sizes.png
Scale: 4 px per micron.
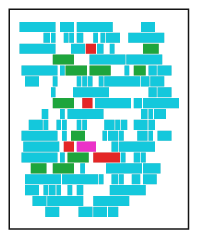
placement_by_type.png
Scale: 8 px per micron.
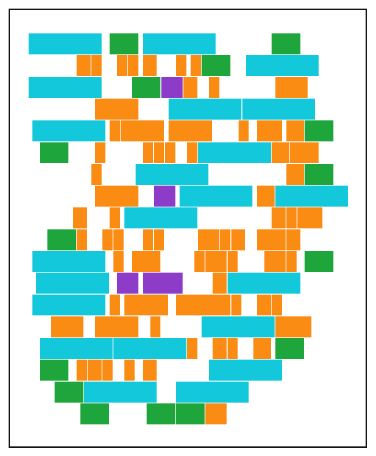
clocks.png
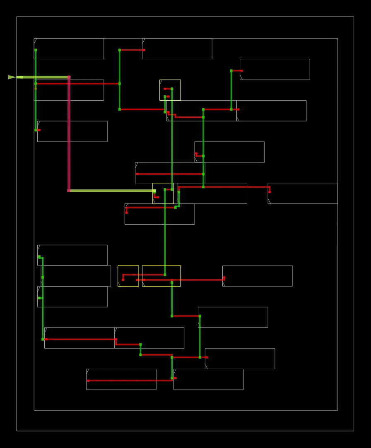
metal_density.png
Scale: 6 px per micron. 9 x 11 tiles, from dark purple (low) to yellow (high), scaled to the fullest tile. Values are wire area over tile area, all layers added.
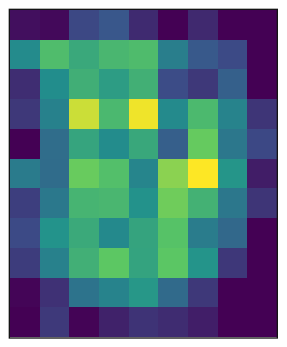
layer_met3.png
Scale: 6 px per micron. Cells faint in the background.
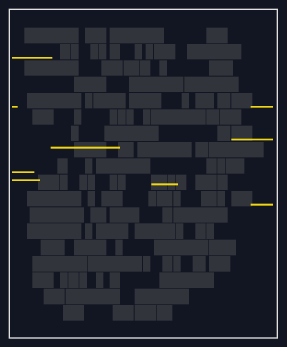
==> config.mk <==
export PLATFORM = sky130hd
export DESIGN_NAME = seq_bit_serializer_flat
export DESIGN_NICKNAME = d
export VERILOG_FILES = /design/src/rtl/seq_bit_serializer_if.sv /design/src/rtl/seq_bit_serializer.sv /design/src/flat_wrapper.sv
export SDC_FILE = /design/constraint.sdc
export NUM_CORES = 1
export LEC_CHECK = 0
export ABC_CLOCK_PERIOD_IN_PS = 4430
export CAP_MARGIN = 20
export CORE_ASPECT_RATIO = 1.25
export CORE_MARGIN = 2
export CORE_UTILIZATION = 50
export CTS_CLUSTER_DIAMETER = 80
export CTS_CLUSTER_SIZE = 16
export DETAILED_ROUTE_END_ITERATION = 8
export PLACE_DENSITY_LB_ADDON = 0.1
export SLEW_MARGIN = 10
export SYNTH_ARGS = -nofsm -noshare
export SYNTH_HDL_FRONTEND = slang
export SYNTH_SLANG_ARGS = --single-unit
==> constraint.sdc <==
create_clock -name clk -period 4.43 [get_ports clk]
set_input_delay 0.886 -clock clk [delete_from_list [all_inputs] [get_ports clk]]
set_output_delay 0.886 -clock clk [all_outputs]
set_load 0.01 [all_outputs]
==> run notes <==
flow finished, numbers: status finished clean, hold-fix buffers at CTS 0, Slew @ Worst Pin 910 ps, critical setup path kind register to primary output, critical path data arrival time 2120 ps, clk root buf clkbuf_4, YS chip area 0.00102 sq mm, first-pass GRT wire length 2.95 mm, post-synth net total 109, post-synthesis simple-gate area fraction 0.154, Top FF cell, synth dfrtp_1, clock transition at the registers of the reported paths 120 ps, io pins 16, vias in the first global route 667, Mux area share 0.0318, dominant logic cell type in the layout dfrtp_1, xor/xnor share 0.00857, CTS Buf Count 3, Synth Area per Inst 10.5 sq um, DP HPWL 1.26 mm, CTS tree yes, die height 54.6 microns, Sw Ratio 0.351, pre-CTS setup slack 1740 ps, top-count cell post-synth dfrtp_1, Post-Syn Area 0.00102 sq mm, Final setup viols 0, CP Depth 3, share of the synthesized area in the top cell type 0.539, switching power total 0.264 mW, fin. max-slew vios 0, die width 44.4 microns, Synth Instances 97, register share after synthesis 0.539, Startpoint Class register, largest net degree at the start of global routing 23, Synth async-reset ratio 1.00
Back to the opening pictures, sizes.png:
- _3 and _4 cells: red (cells 4; share 3.6%)
- _2 cells: green (cells 10; share 8.9%)
- _6 and larger: magenta (cells 1; share 0.89%)
- _0 and _1 cells: cyan (cells 97; share 87%)
Non-clk bufs: 15
Area Overhead vs Synth: 18.0%
final worst slack: 1430 ps
Non-Filler Cell Area, Final: 0.00121 sq mm

Back to the opening pictures, placement_by_type.png:
- sequential cells: cyan (cells 22; share of their area 47%)
- clock drivers and dummy loads: purple (cells 4; share of their area 3.1%)
- remaining buffers and delay cells: green (cells 15; share of their area 13%)
- combinational and other logic: orange (cells 71; share of their area 38%)
# rows: 18
post-layout util: 0.616
flop share of the area: 0.456

Back to the opening pictures, clocks.png:
CTS Sinks: 22
P_clk: 0.108 mW
final worst clock skew: 9.70 ps

Back to the opening pictures, metal_density.png:
- nearly empty tiles: 15%
- emptiest ninth of the die: lower right
- densest ninth of the die: centre
- fullest tile: 0.30
final wirelength: 1.75 mm
GRT Total Usage: 0.171
WL per Instance: 13.2 microns
Vias: 701

Back to the opening pictures, layer_met3.png:
- main direction: horizontal
- share of all routed wire: 2.5%
- nets with wire on the layer: 8
- longest straight run: 11.3 microns
- wire length on this layer: 43.9 microns
met3 usage: 0.0198

## layer usage
layer	GRT usage	vias up	part of all wire
met5	0	-	0
met4	0.0909	0	0.0080
met3	0.0198	2	0.025
met2	0.289	9	0.50
met1	0.215	334	0.47
li1	-	356	-
## layout make-up
class / instances / area (sq um)
Inverter: 9 / 33.8
Sequential cell: 22 / 551
Tap cell: 20 / 25.0
Clock buffer: 4 / 36.3
Fill cell: 171 / 753
Multi-Input combinational cell: 62 / 410
Timing Repair Buffer: 15 / 150
## power by group through the flow
stage | registers, mW | clock network, mW | logic, mW
after floorplan | 0.336 | 0 | 0.238
after global placement | 0.362 | 0 | 0.283
after detailed placement | 0.364 | 0 | 0.292
after CTS | 0.359 | 0.112 | 0.293
after global routing | 0.373 | 0.119 | 0.323
final | 0.358 | 0.108 | 0.287
Power figures rest on the tool's default switching activity, not on a simulated workload.
